**Run 1: track usage over the die**

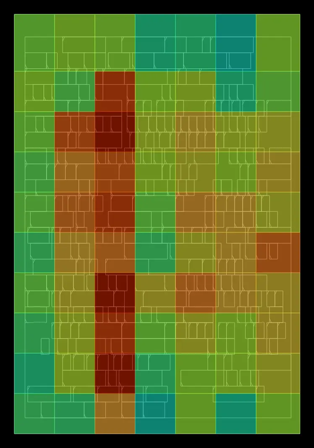
**Run 1: clock network drawn from the DEF**

(4 px per um)
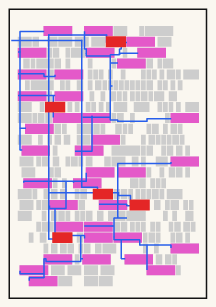
**Run 1: zoomed window**

Region (9, 7) to (39, 37) um. Cells in gray, sequential cells in the stronger gray; small squares are vias.
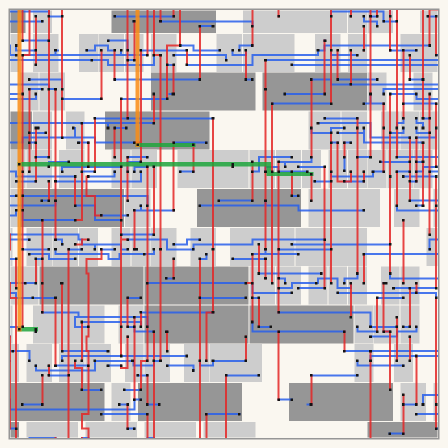
==> src/rtl/qoa_spi_master.sv <==
// SPI mode-0 master: byte-wide TX/RX handshake, MSB first, CS held across
// multi-byte bursts. Optional MOSI->MISO loopback under QOA_SPI_MASTER_LOOPBACK_EN.
//
// state   | meaning
// --------+--------------------------------------------------------------
// IDLE    | cs_n high, waiting for first byte of a burst
// SETUP   | cs_n low, bit7 on mosi, one half-period before first rise
// SCK_HI  | sclk high; miso captured on the edge that ends the phase
// SCK_LO  | sclk low; next bit presented on mosi
// NEXT    | byte done, burst continues; cs_n low, waits for next byte
// CS_HOLD | last byte done; cs_n still low for one half-period
// CS_GAP  | cs_n high for one half-period before accepting a new burst
module qoa_spi_master #(
   parameter int CLK_DIV = 4
) (
   input  logic       clk,
   input  logic       rst,
   input  logic [7:0] tx_data,
   input  logic       tx_valid,
   input  logic       tx_last,
   output logic       tx_ready,
   output logic [7:0] rx_data,
   output logic       rx_valid,
   output logic       busy,
   output logic       sclk,
   output logic       mosi,
   input  logic       miso,
   output logic       cs_n
`ifdef QOA_SPI_MASTER_LOOPBACK_EN
   ,
   input  logic       loopback
`endif
);

   localparam logic [7:0] DIV_M1 = 8'(CLK_DIV - 1);

   typedef enum logic [2:0] {
      IDLE    = 3'd0,
      SETUP   = 3'd1,
      SCK_LO  = 3'd2,
      SCK_HI  = 3'd3,
      NEXT    = 3'd4,
      CS_HOLD = 3'd5,
      CS_GAP  = 3'd6
   } state_e;

   state_e     state_q, state_nxt;
   logic [7:0] cnt_q, cnt_nxt;
   logic [2:0] bit_q, bit_nxt;
   logic [7:0] sh_q, sh_nxt;
   logic       last_q, last_nxt;
   logic [7:0] rx_data_nxt;
   logic       rx_valid_nxt;
   logic       in_bit;

   function automatic logic cs_active(input state_e s);
      return s inside {SETUP, SCK_LO, SCK_HI, NEXT, CS_HOLD};
   endfunction

   function automatic logic drive_mosi(input state_e s);
      return s inside {SETUP, SCK_LO, SCK_HI};
   endfunction

   // sh_q[7] is the bit currently on mosi, so loopback can tap it directly.
`ifdef QOA_SPI_MASTER_LOOPBACK_EN
   assign in_bit = loopback ? sh_q[7] : miso;
`else
   assign in_bit = miso;
`endif

   assign tx_ready = ((state_q == IDLE) || (state_q == NEXT)) && !rst;

   always_comb begin
      state_nxt    = state_q;
      cnt_nxt      = cnt_q;
      bit_nxt      = bit_q;
      sh_nxt       = sh_q;
      last_nxt     = last_q;
      rx_data_nxt  = rx_data;
      rx_valid_nxt = 1'b0;
      case (state_q)
         IDLE: begin
            if (tx_valid) begin
               sh_nxt    = tx_data;
               last_nxt  = tx_last;
               bit_nxt   = 3'd0;
               cnt_nxt   = DIV_M1;
               state_nxt = SETUP;
            end
         end
         SETUP: begin
            if (cnt_q == 8'd0) begin
               cnt_nxt   = DIV_M1;
               state_nxt = SCK_HI;
            end else begin
               cnt_nxt = cnt_q - 8'd1;
            end
         end
         SCK_HI: begin
            if (cnt_q == 8'd0) begin
               sh_nxt  = {sh_q[6:0], in_bit};
               bit_nxt = bit_q + 3'd1;
               cnt_nxt = DIV_M1;
               if (bit_q == 3'd7) begin
                  rx_data_nxt  = {sh_q[6:0], in_bit};
                  rx_valid_nxt = 1'b1;
                  state_nxt    = last_q ? CS_HOLD : NEXT;
               end else begin
                  state_nxt = SCK_LO;
               end
            end else begin
               cnt_nxt = cnt_q - 8'd1;
            end
         end
         SCK_LO: begin
            if (cnt_q == 8'd0) begin
               cnt_nxt   = DIV_M1;
               state_nxt = SCK_HI;
            end else begin
               cnt_nxt = cnt_q - 8'd1;
            end
         end
         NEXT: begin
            // Entering SCK_LO keeps the low half-period before the next rise.
            if (tx_valid) begin
               sh_nxt    = tx_data;
               last_nxt  = tx_last;
               bit_nxt   = 3'd0;
               cnt_nxt   = DIV_M1;
               state_nxt = SCK_LO;
            end
         end
         CS_HOLD: begin
            if (cnt_q == 8'd0) begin
               cnt_nxt   = DIV_M1;
               state_nxt = CS_GAP;
            end else begin
               cnt_nxt = cnt_q - 8'd1;
            end
         end
         CS_GAP: begin
            if (cnt_q == 8'd0) begin
               state_nxt = IDLE;
            end else begin
               cnt_nxt = cnt_q - 8'd1;
            end
         end
         default: state_nxt = IDLE;
      endcase
   end

   // Pin outputs are registered from the next state so they stay glitch-free.
   always_ff @(posedge clk) begin
      if (rst) begin
         state_q  <= IDLE;
         cnt_q    <= 8'd0;
         bit_q    <= 3'd0;
         sh_q     <= 8'd0;
         last_q   <= 1'b0;
         rx_data  <= 8'd0;
         rx_valid <= 1'b0;
         sclk     <= 1'b0;
         cs_n     <= 1'b1;
         busy     <= 1'b0;
         mosi     <= 1'b0;
      end else begin
         state_q  <= state_nxt;
         cnt_q    <= cnt_nxt;
         bit_q    <= bit_nxt;
         sh_q     <= sh_nxt;
         last_q   <= last_nxt;
         rx_data  <= rx_data_nxt;
         rx_valid <= rx_valid_nxt;
         sclk     <= (state_nxt == SCK_HI);
         cs_n     <= !cs_active(state_nxt);
         busy     <= cs_active(state_nxt);
         mosi     <= drive_mosi(state_nxt) ? sh_nxt[7] : 1'b0;
      end
   end

endmodule

==> config.mk <==
export PLATFORM = sky130hd
export DESIGN_NAME = qoa_spi_master
export DESIGN_NICKNAME = d
export VERILOG_FILES = /design/src/rtl/qoa_spi_master.sv
export SDC_FILE = /design/constraint.sdc
export NUM_CORES = 1
export LEC_CHECK = 0
export ABC_AREA = 1
export CAP_MARGIN = 5
export CORE_ASPECT_RATIO = 1.5
export CORE_MARGIN = 1.5
export CORE_UTILIZATION = 55
export DETAILED_ROUTE_END_ITERATION = 6
export PLACE_DENSITY = 0.81
export REMOVE_ABC_BUFFERS = 1
export SLEW_MARGIN = 5
export SYNTH_ARGS = -nofsm -noshare
export SYNTH_HDL_FRONTEND = slang
export SYNTH_SLANG_ARGS = --single-unit
export TNS_END_PERCENT = 5
==> constraint.sdc <==
create_clock -name clk -period 2.6 [get_ports clk]
set_input_delay 0.78 -clock clk [delete_from_list [all_inputs] [get_ports clk]]
set_output_delay 0.78 -clock clk [all_outputs]
set_load 0.05 [all_outputs]
==> results.toml, run 1 <==
# implementation run metrics
[yosys]
number_of_enable_flip_flop_cells = 0
synthArstFlopShare_pct = 0
ys_area_um2 = 1740
synth_cell_type_count = 24
yosysTopAreaCell = "sky130_fd_sc_hd__dfxtp_1"
common_cells = "sky130_fd_sc_hd__nand2_1, sky130_fd_sc_hd__dfxtp_1, sky130_fd_sc_hd__inv_1, sky130_fd_sc_hd__nor2_1, sky130_fd_sc_hd__a21oi_1"
synth_area_um2 = 1740
postSynthRegisterBits = 36
netlist.top_cell.by_instances = "sky130_fd_sc_hd__nand2_1"
top_cells_by_area = "sky130_fd_sc_hd__dfxtp_1, sky130_fd_sc_hd__nand2_1, sky130_fd_sc_hd__inv_1, sky130_fd_sc_hd__nor2_1, sky130_fd_sc_hd__a21oi_1"
ys_cells = 252
synth.yosys.warnings = 0
ys_seq_share_pct = 41.4
yosys.area.top_type_share_pct = 41.4
syn-mean-instance-area_um2 = 6.90
syn_inst = 252
ys.flop_type = "sky130_fd_sc_hd__dfxtp_1"

[detailed_routing]
via_per_inst = 5.08
remaining_drc_errors = 0
detail_route.first_pass.iterations = 4
vias = 1632
antenna_violating_nets_post_route = 0
drt_iter0_drc = 40
drt_wl_total_um = 3660

[sta]
setup_total_negative_slack_ns = 0
holdWs_ns = 0.449
final-hold-violation-count = 0
final_report_max_slew_violation_count = 0
setup-violations-final = 0
timing.max_slew.rel_slack_pct = 65.0
final_min_period_over_clock_period_pct = 91.1
setup_repair_after_global_routing_missed_its_margin = "false"
finalWorstPathRequiredPeriod_ns = 2.37
transition_time_at_the_pin_with_the_least_slew_margin_ns = 0.523
maxClockFrequency_ghz = 0.422
setup_slack_ns = 0.230

[placement]
globalplace.congestion = 0.780
worst_setup_slack_before_clock_tree_synthesis_ns = 0.224
io_buffer_count = 26
hpwl_um = 2640

[critical_path]
reg2reg_slack_ns = 0.69
setup.worst_path.start = "rst"
crit_slowest_cell = "sky130_fd_sc_hd__clkdlybuf4s50_1"
cpPeakStageDelay_ns = 0.44
crit_path_start_kind = "primary input"
worstReg2RegEnd = "cs_n"
r2r_cells = 9
crit_fanout = 2
worst-path-stages = 3
worst-endpoint-arrival_ns = 1.59
reg2reg_from = "cnt_q[0]"
cp_cell_sequence = "clkdlybuf4s50_1, nor2_1, buf_12"
worstSetupEndpointType = "primary output"
critPathKind = "primary input to primary output"
timing.critical_path.max_delay_family = "buffers and inverters"
combined_buffer_and_inverter_count_along_the_critical_path = 2
worst_ep_required_time_ns = 1.82
critical_path.endpoint = "tx_ready"

[floorplanning]
ios = 27
die_width_um = 48.9
num_rows = 24
die_y_um = 71.9
core_region_area_um2 = 2970
die_area_um2 = 3520
initial_utilization_pct = 58.5

[cts]
tritoncts = "built"
postCtsHoldBufs = 0
cts_sinks = 36
cts-buffers-inserted = 5
cts.repair_timing.setup_buffer_count = 0
worst_setup_hold_path_clk_slew_ns = 0.07
resized_after_cts = 0
cts_max_level = 2
cts.path.max_buffers = 2
ctsRootBufferMaster = "sky130_fd_sc_hd__clkbuf_8"

[finish]
drive_gt1_share_pct = 7.45
layout_top_cells_excl_fill_tap = "sky130_fd_sc_hd__nand2_1, sky130_fd_sc_hd__inv_1, sky130_fd_sc_hd__dfxtp_1"
final_net_count = 297
areaGrowthSynthToFinish_pct = 22.0
n_antenna_cell = 0
layout.cells.most_common = "sky130_fd_sc_hd__nand2_1"

[global_routing]
antenna_violations_before_repair = 0
grt-ovfl-total = 0
wire_length_of_the_first_global_routing_pass_um = 6330
grt_start_max_net_pins = 20
first_global_vias = 1524

[run]
warnings = 25
max_cap_viol_count = 0

[min_path]
min_path_type = "flop to flop"
holdCritStartpoint = "cnt_q[0]"
min_delay_worst_endpoint = "cnt_q[0]"
min_path_cells = 1

[pwr]
ir_drop_v = 0.000481
p_leak_nw = 0.954
power_density_nw_per_um2 = 655

[outcome]
run_status = "finished, final reports clean"
About 'track usage over the die':
Routed wire per std cell: 11.4 um
fraction of the core area covered by cells at the end of the flow: 71.4%
combined global-route utilization of all metal layers: 23.5%

About 'clock network drawn from the DEF':
flip-flops -> magenta  # count 36
clock-net drivers -> red  # count 5
clock wires -> blue  # length 460 um
routed clock nets = 6
flops lie = spread over the die
Insertion Delay late pin: 0.29 ns
clk_skew: 0.00581 ns
power dissipated in the clock network: 0.000410 W
clock share of power: 29.5%

About 'zoomed window':
M3 -> green
M2 -> red
M4 -> orange
M1 -> blue
cells with their middle in the window = 90
sequential cells in the window = 13
most frequent = nand2_1 (14), dfxtp_1 (13), inv_1 (12)
netlist names of flops here include = rx_data (6), cnt_q (4), sh_q (2)

run 1: layout make-up:
cell class	instances	area [um^2]
inverter	39	146
fill	252	851
tap	39	48.8
multi-input combinational	172	838
sequential	36	721
clock buffer	8	90.1
timing repair buffer	27	278
run 1: report_power, final:
part	total [W]	switching [W]	internal [W]
combinational	0.000367	0.000240	0.000127
sequential	0.000613	0.0000222	0.000590
clock	0.000410	0.000194	0.000216
run 1: logic make-up (layout without fill, tap and decap cells):
logic type | count (synthesis) | after routing | share of synthesized area [%]
AND-OR/OR-AND | 47 | 47 | 13.7
XOR/XNOR | 1 | 1 | 0.504
adder cells (fa/ha/maj) | 3 | 3 | 2.16
buffers and inverters | 44 | 74 | 10.4
flip-flops | 36 | 36 | 41.4
AND/OR/NAND/NOR | 121 | 121 | 31.8
run 1: flip-flops by register name (all words and copies together), names as in the netlist:
signal / flops
rx_data: 8
busy: 1
rx_valid: 1
state_q: 3
sh_q: 8
bit_q: 3
sclk: 1
cnt_q: 8
last_q: 1
cs_n: 1
mosi: 1
run 1: through the flow:
step                cell area [um^2]  total power (W)  instances
floorplan                       1710         0.000886        247
global placement                2030         0.000982        313
detailed placement              2030         0.000989        313
CTS                             2120          0.00140        321
global route                    2120          0.00146        321
finish                          2120          0.00139        321
run 1: routing by layer:
metal	vias to the layer above	global-route usage [%]	part of all wire [%]
met5	-	0	0
met1	748	25.3	44
met2	24	41.9	51
met3	6	5.21	2.8
met4	0	13.3	2.4
li1	854	-	-
**Run 1: wiring heat map**

(4 px per um) The die is cut into 10 by 14 equal tiles; white is low, dark blue is high, scaled to the fullest tile. Values are wire area over tile area, all layers added.
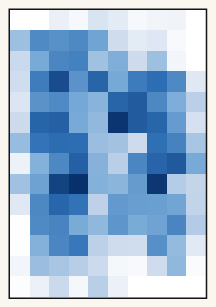

## Run 2: what changed since run 1
--- a/config.mk
+++ b/config.mk
@@ -13,6 +13,7 @@
 export DETAILED_ROUTE_END_ITERATION = 6
 export PLACE_DENSITY = 0.81
 export REMOVE_ABC_BUFFERS = 1
+export SKIP_CTS_REPAIR_TIMING = 1
 export SLEW_MARGIN = 5
 export SYNTH_ARGS = -nofsm -noshare
 export SYNTH_HDL_FRONTEND = slang
==> constraint.sdc (replaced) <==
create_clock -name clk -period 2.8 [get_ports clk]
set_input_delay 0.84 -clock clk [delete_from_list [all_inputs] [get_ports clk]]
set_output_delay 0.84 -clock clk [all_outputs]
set_load 0.05 [all_outputs]
**Run 2: wiring heat map**

(4 px per um) The die is cut into 10 by 14 equal tiles; white is low, dark blue is high, scaled to the fullest tile. Values are wire area over tile area, all layers added.
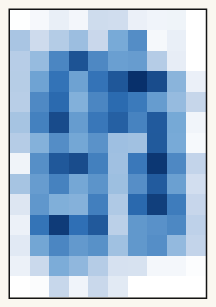
densest ninth of the die = center
nearly empty tiles = 7.9%
emptiest ninth of the die = north-east
mean over tiles = 0.17
tiles over half the peak = 46%
fullest tile = 0.39
Routed wire per std cell: 11.6 um
combined global-route utilization of all metal layers: 23.7%

==> results.toml, run 2 <==
# implementation run metrics
[detailed_routing]
drt_iter0_drc = 25
drt_wl_total_um = 3730
antenna_violating_nets_post_route = 0
via_per_inst = 5.02
remaining_drc_errors = 0
detail_route.first_pass.iterations = 4
vias = 1606

[finish]
final_cell_area_um2 = 2110
final.fill_count = 258
final_core_util_pct = 71.0
n_antenna_cell = 0
drive_gt1_share_pct = 7.47
areaGrowthSynthToFinish_pct = 21.3
multiInputGateArea_um2 = 838
layout.cells.most_common = "sky130_fd_sc_hd__nand2_1"
final-seq-area_um2 = 721
final_net_count = 297
reg_top3 = "cnt_q: 8 flops, rx_data: 8 flops, sh_q: 8 flops"
layout_top_cells_excl_fill_tap = "sky130_fd_sc_hd__nand2_1, sky130_fd_sc_hd__inv_1, sky130_fd_sc_hd__dfxtp_1"

[yosys]
ys_area_um2 = 1740
post_synth_main_logic_family = "simple AND/OR/NAND/NOR gates"
synth_area_um2 = 1740
syn_inst = 252
top_cells_by_area = "sky130_fd_sc_hd__dfxtp_1, sky130_fd_sc_hd__nand2_1, sky130_fd_sc_hd__inv_1, sky130_fd_sc_hd__nor2_1, sky130_fd_sc_hd__a21oi_1"
ys_sh_simple_pct = 31.8
synth-adder-area-share_pct = 2.16
ys.flop_type = "sky130_fd_sc_hd__dfxtp_1"
number_of_enable_flip_flop_cells = 0
mux_area_share_pct = 0
ys_cells = 252
post_synth_ao_oa_area_fraction_pct = 13.7
yosysTopAreaCell = "sky130_fd_sc_hd__dfxtp_1"
synth.yosys.warnings = 0
netlist.top_cell.by_instances = "sky130_fd_sc_hd__nand2_1"
synth_cell_type_count = 24
synthXorXnorAreaFrac_pct = 0.504
yosys.area.top_type_share_pct = 41.4
synthArstFlopShare_pct = 0
ys_seq_share_pct = 41.4
syn-mean-instance-area_um2 = 6.90
postSynthRegisterBits = 36
common_cells = "sky130_fd_sc_hd__nand2_1, sky130_fd_sc_hd__dfxtp_1, sky130_fd_sc_hd__inv_1, sky130_fd_sc_hd__nor2_1, sky130_fd_sc_hd__a21oi_1"

[critical_path]
worstSetupEndpointType = "primary output"
worst-endpoint-arrival_ns = 1.65
critPathKind = "primary input to primary output"
worst_ep_required_time_ns = 1.96
crit_fanout = 2
crit_path_start_kind = "primary input"

[sta]
timing.max_slew.rel_slack_pct = 64.8
setup_repair_after_global_routing_missed_its_margin = "false"
skew_ns = 0.00444
final-hold-violation-count = 0
final_min_period_over_clock_period_pct = 89.0
setup_total_negative_slack_ns = 0
final_report_max_slew_violation_count = 0
transition_time_at_the_pin_with_the_least_slew_margin_ns = 0.526
setup-violations-final = 0
finalWorstPathRequiredPeriod_ns = 2.49
maxClockFrequency_ghz = 0.401

[cts]
worst_setup_hold_path_clk_slew_ns = 0.06
insertion_delay_ns = 0.29
cts_max_level = 2
cts_sinks = 36
cts.path.max_buffers = 2
tritoncts = "built"
cts-buffers-inserted = 5
ctsRootBufferMaster = "sky130_fd_sc_hd__clkbuf_8"

[pwr]
ir_drop_v = 0.000428
p_leak_nw = 0.949
design_power_total_w = 0.00125
power_density_nw_per_um2 = 593

[floorplanning]
core_region_area_um2 = 2970
die_area_um2 = 3520
initial_utilization_pct = 58.5
ios = 27
die_width_um = 48.9
die_y_um = 71.9
num_rows = 24

[global_routing]
grt_start_max_net_pins = 20
antenna_violations_before_repair = 0
grt-ovfl-total = 0
first_global_vias = 1605
wire_length_of_the_first_global_routing_pass_um = 6550

[placement]
io_buffer_count = 26
hpwl_um = 2690
globalplace.congestion = 0.808
placement.cell_area_um2 = 2030

[run]
max_cap_viol_count = 0
warnings = 25

[min_path]
min_path_type = "flop to flop"

[outcome]
run_status = "finished, final reports clean"
**Run 2: zoomed window**

Region (9, 7) to (39, 37) um. Cells in gray, sequential cells in the stronger gray; small squares are vias.
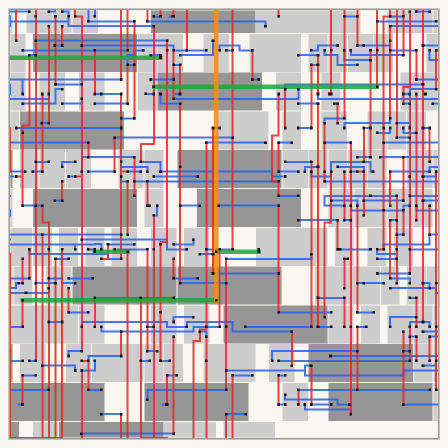
M2 -> red
M4 -> orange
M3 -> green
M1 -> blue
most frequent = nand2_1 (15), dfxtp_1 (14)
cells with their middle in the window = 91
sequential cells in the window = 14
netlist names of flops here include = rx_data (6), cnt_q (4), sh_q (2)

==> run 2: cells by family after synthesis <==
logic type | count (synthesis)
simple gates | 121
buf+inv | 44
xor+xnor | 1
flops | 36
compound gates | 47
fa+ha+maj | 3
==> run 2: report_power, final <==
| group | internal, W | leakage (nW) | switching (W) |
|---|---|---|---|
| Sequential | 0.000548 | 0.294 | 0.0000209 |
| Combinational | 0.000118 | 0.615 | 0.000222 |
| Clock | 0.000169 | 0.0410 | 0.000173 |
==> run 2: final timing paths <==
path | startpoint | end | slack [ns] | cells after the start
worst max-delay path | rst | tx_ready | 0.31 | 3
worst min-delay path | bit_q[1] | bit_q[1] | 0.47 | 2
worst max register to register | cnt_q[0] | cs_n | 0.93 | 9
worst min register to register | bit_q[1] | bit_q[1] | 0.47 | 2
==> run 2: worst max-delay path: stages <==
cell	delay, ns
sky130_fd_sc_hd__clkdlybuf4s50_1	0.45
sky130_fd_sc_hd__nor2_1	0.20
sky130_fd_sc_hd__buf_12	0.16
==> run 2: cell type report <==
cell class / count / area share (%)
flip-flops and latches: 36 / 34.2
inverters: 39 / 6.94
multi-input cells: 172 / 39.7
clock inverters: 1 / 0.237
well taps: 39 / 2.31
clock buffers: 6 / 3.44
repair buffers: 27 / 13.2
==> run 2: stage by stage <==
stage               hold slack, ns  worst slack, ns  cells
floorplan                    0.423            0.466    247
global placement             0.440            0.305    313
detailed placement           0.453            0.304    313
CTS                          0.464            0.302    320
global route                 0.481            0.278    320
finish                       0.466            0.308    320
==> run 2: per-layer routing <==
layer,global-route usage [%],wire length [um]
met2,44.4,1950
met3,4.58,133
met5,0,0
met1,25.6,1590
met4,9.84,62
Power and IR drop assume default switching activity.
